==> images/sizing.png <==
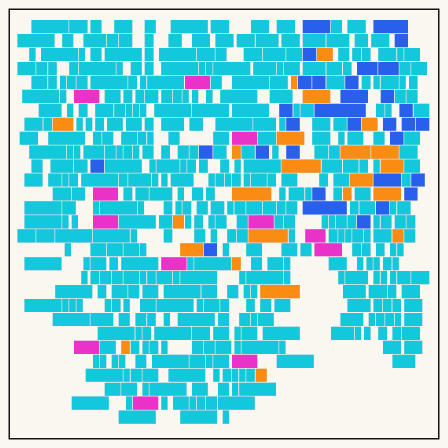
==> images/util_map.png <==
The die is cut into 8 by 8 equal tiles; white is low, dark blue is high, 0 to 100% covered.
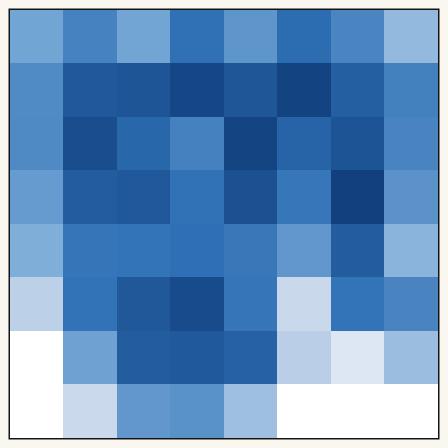
==> images/closeup.png <==
Window x 53 to 73, y 53 to 73 um. Cells in gray, sequential cells in the stronger gray; small squares are vias.
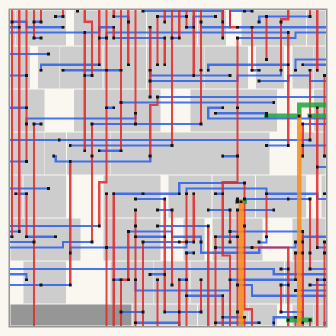
==> images/pinout.png <==
Scale bar: 20 um. Pins as bars across the die edge, other pins in gray.
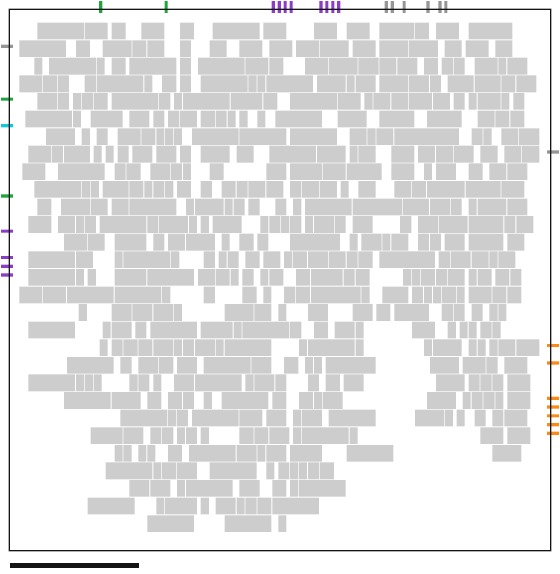
==> images/placed.png <==
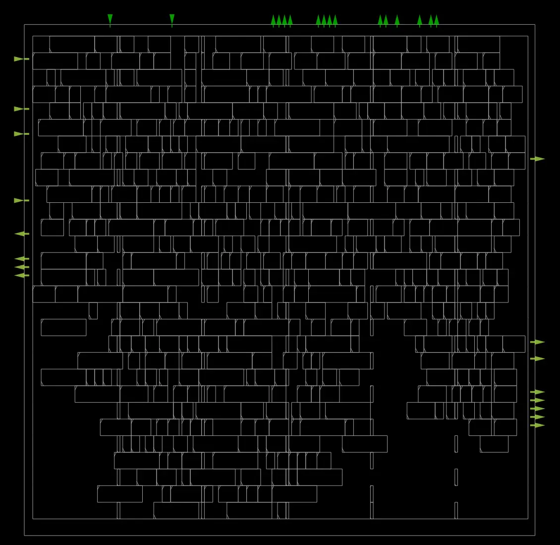
File: config.mk
export PLATFORM = sky130hd
export DESIGN_NAME = traffic_light_nway
export DESIGN_NICKNAME = d
export VERILOG_FILES = /design/src/rtl/traffic_light_nway.sv
export SDC_FILE = /design/constraint.sdc
export NUM_CORES = 1
export LEC_CHECK = 0
export CAP_MARGIN = 10
export CORE_UTILIZATION = 55
export DETAILED_ROUTE_END_ITERATION = 10
export PLACE_DENSITY = 0.82
export SLEW_MARGIN = 20
export SYNTH_ARGS = -nofsm -noshare
export SYNTH_HDL_FRONTEND = slang
export SYNTH_SLANG_ARGS = --single-unit
File: constraint.sdc
create_clock -name CLOCK_50 -period 3.7 [get_ports CLOCK_50]
set_clock_uncertainty 0.1 [all_clocks]
set_input_delay 0.37 -clock CLOCK_50 [delete_from_list [all_inputs] [get_ports CLOCK_50]]
set_output_delay 0.37 -clock CLOCK_50 [all_outputs]
set_load 0.005 [all_outputs]
File: src/rtl/traffic_light_nway.sv
// N-way intersection controller: round-robin green among latched car requests, timed yellow / all-red, seconds countdown on two 7-seg digits.
// Latency: SW registered once, so a request reaches pending two edges after it is applied; LED changes in the same edge as the state.
// Backpressure: none; requests are latched in pending until served. Optional pedestrian phase enabled by macro TRAFFIC_PED_EN.
module traffic_light_nway #(
    parameter int N_DIR      = 4,
    parameter int CNT_MAX    = 50000000,
    parameter int GREEN_SEC  = 30,
    parameter int YELLOW_SEC = 3,
    parameter int ALLRED_SEC = 1,
    parameter int WALK_SEC   = 10
) (
    input  logic                 CLOCK_50,
    input  logic                 RESET,
    input  logic [N_DIR-1:0]     SW,
`ifdef TRAFFIC_PED_EN
    input  logic                 PED_BTN,
    output logic                 LED_WALK,
`endif
    output logic [3*N_DIR-1:0]   LED,
    output logic [6:0]           HEX0,
    output logic [6:0]           HEX1
);

    localparam int IDX_W = $clog2(N_DIR);
    localparam int PRE_W = $clog2(CNT_MAX);

    localparam logic [1:0] S_GREEN  = 2'd0;
    localparam logic [1:0] S_YELLOW = 2'd1;
    localparam logic [1:0] S_ALLRED = 2'd2;
`ifdef TRAFFIC_PED_EN
    localparam logic [1:0] S_WALK   = 2'd3;
    localparam logic [6:0] L_WALK   = 7'(WALK_SEC);
`endif

    localparam logic [6:0] L_GREEN  = 7'(GREEN_SEC);
    localparam logic [6:0] L_YELLOW = 7'(YELLOW_SEC);
    localparam logic [6:0] L_ALLRED = 7'(ALLRED_SEC);

    // Parameter sanity: the two-digit display caps every phase at 99 s.
    generate
        if (N_DIR < 2 || N_DIR > 8 || CNT_MAX < 2 ||
            GREEN_SEC < 1 || GREEN_SEC > 99 || YELLOW_SEC < 1 || YELLOW_SEC > 99 ||
            ALLRED_SEC < 1 || ALLRED_SEC > 99 || WALK_SEC < 1 || WALK_SEC > 99) begin : g_param_check
            $error("traffic_light_nway: parameter out of range");
        end
    endgenerate

    // Approach index cur+off wrapped modulo N_DIR.
    function automatic logic [IDX_W-1:0] wrap_idx(input logic [IDX_W-1:0] base, input int off);
        int s;
        s = (int'(base) + off) % N_DIR;
        return IDX_W'(s);
    endfunction

    // Lamp pattern for a state and current approach: {red, yellow, green} per approach.
    function automatic logic [3*N_DIR-1:0] lamps(input logic [1:0] st, input logic [IDX_W-1:0] cur);
        logic [3*N_DIR-1:0] v;
        v = '0;
        for (int d = 0; d < N_DIR; d++) begin
            if (IDX_W'(d) == cur && st == S_GREEN)
                v[3*d +: 3] = 3'b001;
            else if (IDX_W'(d) == cur && st == S_YELLOW)
                v[3*d +: 3] = 3'b010;
            else
                v[3*d +: 3] = 3'b100;
        end
        return v;
    endfunction

    // Active-low gfedcba decode of one decimal digit.
    function automatic logic [6:0] seg7(input logic [3:0] dig);
        logic [6:0] s;
        case (dig)
            4'd0:    s = 7'b1000000;
            4'd1:    s = 7'b1111001;
            4'd2:    s = 7'b0100100;
            4'd3:    s = 7'b0110000;
            4'd4:    s = 7'b0011001;
            4'd5:    s = 7'b0010010;
            4'd6:    s = 7'b0000010;
            4'd7:    s = 7'b1111000;
            4'd8:    s = 7'b0000000;
            4'd9:    s = 7'b0010000;
            default: s = 7'h7F;
        endcase
        return s;
    endfunction

    logic [N_DIR-1:0]   r_sw;
    logic [1:0]         r_state;
    logic [IDX_W-1:0]   r_cur;
    logic [IDX_W-1:0]   r_nxt;
    logic [N_DIR-1:0]   r_pending;
    logic [PRE_W-1:0]   r_presc;
    logic [6:0]         r_sec;
    logic [3*N_DIR-1:0] r_led;

    logic               w_tick;
    logic               w_sec_zero;
    logic               w_any_req;
    logic [IDX_W-1:0]   w_pick;
    logic [1:0]         w_state_nxt;
    logic               w_enter;
    logic [6:0]         w_dur;
    logic               w_to_green;
    logic [IDX_W-1:0]   w_cur_nxt;
    logic [N_DIR-1:0]   w_cur_mask;
    logic [N_DIR-1:0]   w_pending_nxt;

`ifdef TRAFFIC_PED_EN
    logic               r_ped_btn;
    logic               r_ped_pending;
    logic               r_walk_done;
    logic               r_led_walk;
`endif

    assign w_tick     = (r_presc == PRE_W'(CNT_MAX - 1));
    assign w_sec_zero = (r_sec == 7'd0);
`ifdef TRAFFIC_PED_EN
    assign w_any_req  = (|r_pending) | r_ped_pending;
`else
    assign w_any_req  = |r_pending;
`endif

    // Round-robin search: nearest pending approach after cur; cur itself if none.
    always_comb begin
        w_pick = r_cur;
        for (int k = N_DIR - 1; k >= 1; k--) begin
            if (r_pending[wrap_idx(r_cur, k)])
                w_pick = wrap_idx(r_cur, k);
        end
    end

    // Phase sequencing: every transition is a phase entry that reloads the timer.
    always_comb begin
        w_state_nxt = r_state;
        w_enter     = 1'b0;
        w_dur       = L_GREEN;
        case (r_state)
            S_GREEN: begin
                if (w_sec_zero && w_any_req) begin
                    w_state_nxt = S_YELLOW;
                    w_enter     = 1'b1;
                    w_dur       = L_YELLOW;
                end
            end
            S_YELLOW: begin
                if (w_sec_zero) begin
                    w_state_nxt = S_ALLRED;
                    w_enter     = 1'b1;
                    w_dur       = L_ALLRED;
                end
            end
            S_ALLRED: begin
                if (w_sec_zero) begin
                    w_enter     = 1'b1;
`ifdef TRAFFIC_PED_EN
                    // Walk only from the first all-red; the one after walk goes to green.
                    if (r_ped_pending && !r_walk_done) begin
                        w_state_nxt = S_WALK;
                        w_dur       = L_WALK;
                    end else begin
                        w_state_nxt = S_GREEN;
                        w_dur       = L_GREEN;
                    end
`else
                    w_state_nxt = S_GREEN;
                    w_dur       = L_GREEN;
`endif
                end
            end
`ifdef TRAFFIC_PED_EN
            S_WALK: begin
                if (w_sec_zero) begin
                    w_state_nxt = S_ALLRED;
                    w_enter     = 1'b1;
                    w_dur       = L_ALLRED;
                end
            end
`endif
            default: begin
                w_state_nxt = S_GREEN;
                w_enter     = 1'b1;
                w_dur       = L_GREEN;
            end
        endcase
    end

    assign w_to_green = w_enter && (w_state_nxt == S_GREEN);
    assign w_cur_nxt  = w_to_green ? r_nxt : r_cur;
    assign w_cur_mask = N_DIR'(1) << r_cur;

    // Latch requests from other approaches; the approach entering green is cleared.
    always_comb begin
        w_pending_nxt = r_pending | (r_sw & ~w_cur_mask);
        if (w_to_green)
            w_pending_nxt[r_nxt] = 1'b0;
    end

    // Main state, timer and lamp registers.
    always_ff @(posedge CLOCK_50) begin
        if (RESET) begin
            r_sw      <= '0;
            r_state   <= S_GREEN;
            r_cur     <= '0;
            r_nxt     <= '0;
            r_pending <= '0;
            r_presc   <= '0;
            r_sec     <= L_GREEN;
            r_led     <= lamps(S_GREEN, '0);
        end else begin
            r_sw      <= SW;
            r_state   <= w_state_nxt;
            r_cur     <= w_cur_nxt;
            r_pending <= w_pending_nxt;
            r_led     <= lamps(w_state_nxt, w_cur_nxt);
            if (r_state == S_GREEN && w_enter)
                r_nxt <= w_pick;
            if (w_enter || w_tick)
                r_presc <= '0;
            else
                r_presc <= r_presc + PRE_W'(1);
            if (w_enter)
                r_sec <= w_dur;
            else if (w_tick && !w_sec_zero)
                r_sec <= r_sec - 7'd1;
        end
    end

`ifdef TRAFFIC_PED_EN
    // Pedestrian request latch and walk lamp.
    always_ff @(posedge CLOCK_50) begin
        if (RESET) begin
            r_ped_btn     <= 1'b0;
            r_ped_pending <= 1'b0;
            r_walk_done   <= 1'b0;
            r_led_walk    <= 1'b0;
        end else begin
            r_ped_btn  <= PED_BTN;
            r_led_walk <= (w_state_nxt == S_WALK);
            if (w_enter && w_state_nxt == S_WALK)
                r_ped_pending <= 1'b0;
            else if (r_ped_btn)
                r_ped_pending <= 1'b1;
            if (w_enter && w_state_nxt == S_WALK)
                r_walk_done <= 1'b1;
            else if (w_to_green)
                r_walk_done <= 1'b0;
        end
    end

    assign LED_WALK = r_led_walk;
`endif

    assign LED  = r_led;
    assign HEX0 = seg7(4'(r_sec % 7'd10));
    assign HEX1 = (r_sec < 7'd10) ? 7'h7F : seg7(4'(r_sec / 7'd10));

endmodule

==> impl_metrics.toml <==
# implementation run metrics
[setup_path]
cp_slowest_stage_delay_ns = 0.45
crit_path_top_delay_cell = "clkdlybuf4s50_1"
crit_family = "AND-OR/OR-AND gates"
critPathKind = "register to output pin"
worstPathCellList = "buf_8 -> nand2_2 -> o21ai_0 -> o2bb2ai_1 -> a221oi_2 -> ha_2 -> o21a_4 -> mux2_4 -> buf_4 -> nand2b_1 -> a2bb2oi_1 -> clkdlybuf4s50_1"
worstPathArrival_ns = 3.16
cp.required_ns = 3.23

[synth]
edf_count = 0
simple_gate_share = 0.2679
ys.flop_type = "dfxtp_1"
adder_share = 0.08153
synth-seq-cells = 59
top_cell_area_share = 0.3234
ys_sh_xor = 0.07879
yosysChipArea_um2 = 3652
syn-mean-instance-area_um2 = 7.957
yosys_cells = 459
logic_family = "simple AND/OR/NAND/NOR gates"
synth_warnings = 0
synthAoiAreaFrac = 0.1545
ys_seq_share = 0.3234
top_cells_by_area = "dfxtp_1 32%, ha_1 7.9%, nor2_1 6.8%"
fp_nets = 488

[clock_tree]
cts_sinks = 59
cts_tree = "yes"
clockBufferDepth = 2
ctsHoldBuffers = 0
cts_resized = 16
clkTransAtPathRegs_ns = 0.06
cts_root_buffer = "clkbuf_8"
insertion_delay_ns = 0.34
htree_levels = 3
postCtsSetupBuffers = 4

[final_timing]
rsz0062_at_grt = "yes"
setup_viol = 0
fin_crit_sh = 0.9801
min_period_ns = 3.626
slew_headroom = 0.5089

[global_route]
grt_pass1_wl_um = 13470
grt_max_degree = 26
grt_pass1_vias = 3093
antenna_found_initial = 0
track_usage = 0.2353
gr-total-overflow = 0

[finish]
diodes = 0
area_growth_pct = 20.66
final.fill_count = 502
mostFrequentLayoutCell = "nor2_1"

[pwr]
power_frac_seq = 0.552
clkPwrFrac = 0.413
p_total_w = 0.001177
ir_worst_vdd_uv = 243.6
seq_cell_power_w = 0.000650
power-per-cell-area_nw_per_um2 = 267.2
leakage_nw = 1.807

[worst_hold_path]
hp-class = "register to register"

[placed_design]
dp_hpwl_um = 5445
post_dp_cell_area_um2 = 4066

[outcome]
outcome = "complete, no violations"

[route]
first_pass_iters = 5
drt-initial-drc-count = 193
wl_per_cell_um = 13.92
antenna_left = 0
viasPerCell = 5.788

[floorplanning]
chipArea_um2 = 6971
-- sizing.png (at the start) --
legend:
  x2:
    color: orange
    cells: 23
    share: 4.5%
  x1 and smaller:
    color: cyan
    cells: 440
    share: 87%
  x3 and x4:
    color: blue
    cells: 32
    share: 6.3%
  x6 and larger:
    color: magenta
    cells: 12
    share: 2.4%
worst setup margin: 0.07351 ns
Finished Cell Area: 4407 um^2
Non-clk bufs: 58

-- util_map.png (at the start) --
emptiest ninth of the die: bottom right
tiles over 75% full: 34%
nearly empty tiles: 7.8%
fullest tile: 93%
mean over tiles: 62%
Core ar.: 6386 um^2
Initial Util: 0.5719
fin util: 0.6900

-- closeup.png (at the start) --
legend:
  M4:
    color: orange
  M1:
    color: blue
  M2:
    color: red
  M3:
    color: green
cells with their middle in the window: 39
netlist names of flops here include: r_sec (1)
sequential cells in the window: 1
most frequent: buf_4 (7)

-- pinout.png (at the start) --
legend:
  RESET:
    color: cyan
    pins: 1
    direction: input
    edge: left
  LED:
    color: purple
    pins: 12
    direction: output
    edge: 8 top, 4 left
  HEX1:
    color: orange
    pins: 7
    direction: output
    edge: right
  SW:
    color: green
    pins: 4
    direction: input
    edge: 2 left, 2 top
DIE WIDTH: 83.49 um
Port Buffers: 31
Die Ht: 83.49 um

-- placed.png (at the start) --
Tapcell Cnt: 77
flip-flops: 59

[final timing paths]
kind	from	to	slack, ns	cells past startpoint
min	r_presc[17]	r_presc[17]	0.39	2
max reg2reg	r_sec[1]	r_pending[0]	0.81	9
min reg2reg	r_presc[17]	r_presc[17]	0.39	2
max	r_sec[6]	HEX0[3]	0.07	12
[stage by stage]
stage	hold WS [ns]	instances	TNS [ns]
floorplan	0.3415	459	0
global placement	0.3581	559	0
detailed placement	0.3715	559	0
CTS	0.3817	578	0
global route	0.4071	584	-0.2425
finish	0.3865	584	0
[final cells by class]
cell class | instances | area, um^2 | area share
clock buffer | 12 | 145.1 | 0.03294
clock inverter | 3 | 15.01 | 0.003407
inverter | 24 | 90.09 | 0.02044
multi-input combinational | 351 | 2342 | 0.5315
sequential | 59 | 1190 | 0.2700
tap | 77 | 96.34 | 0.02186
timing repair buffer | 58 | 528.0 | 0.1198
[sequential cells by signal (all words and copies together), names as in the netlist]
name,flops
r_state,2
r_sw,4
r_pending,4
r_nxt,2
r_sec,7
r_presc,26
LED,12
r_cur,2
[cells by family (layout without fill, tap and decap cells)]
logic type      count (synthesis)  in the layout
simple gates                  192            192
fa+ha+maj                      24             24
compound gates                 91             91
flops                          59             59
mux                            12             12
buf+inv                        49             97
xor+xnor                       32             32
[layer usage]
metal,share of wire,global-route usage,up-vias
li1,-,-,1686
met1,0.46,0.2946,1587
met2,0.48,0.3845,91
met3,0.039,0.05143,16
met4,0.024,0.1140,0
met5,0,0,-
[synthesized netlist by cell type, types with 10 or more instances]
library cell,number
xor2_1,17
ha_1,23
clkbuf_1,16
xnor2_1,14
nand4_1,11
nor3_1,10
nand2_1,29
dfxtp_1,59
nand3_1,15
nand2b_1,10
o21ai_0,19
inv_1,24
nor2_1,66
a21oi_1,29
Power figures rest on the tool's default switching activity, not on a simulated workload.
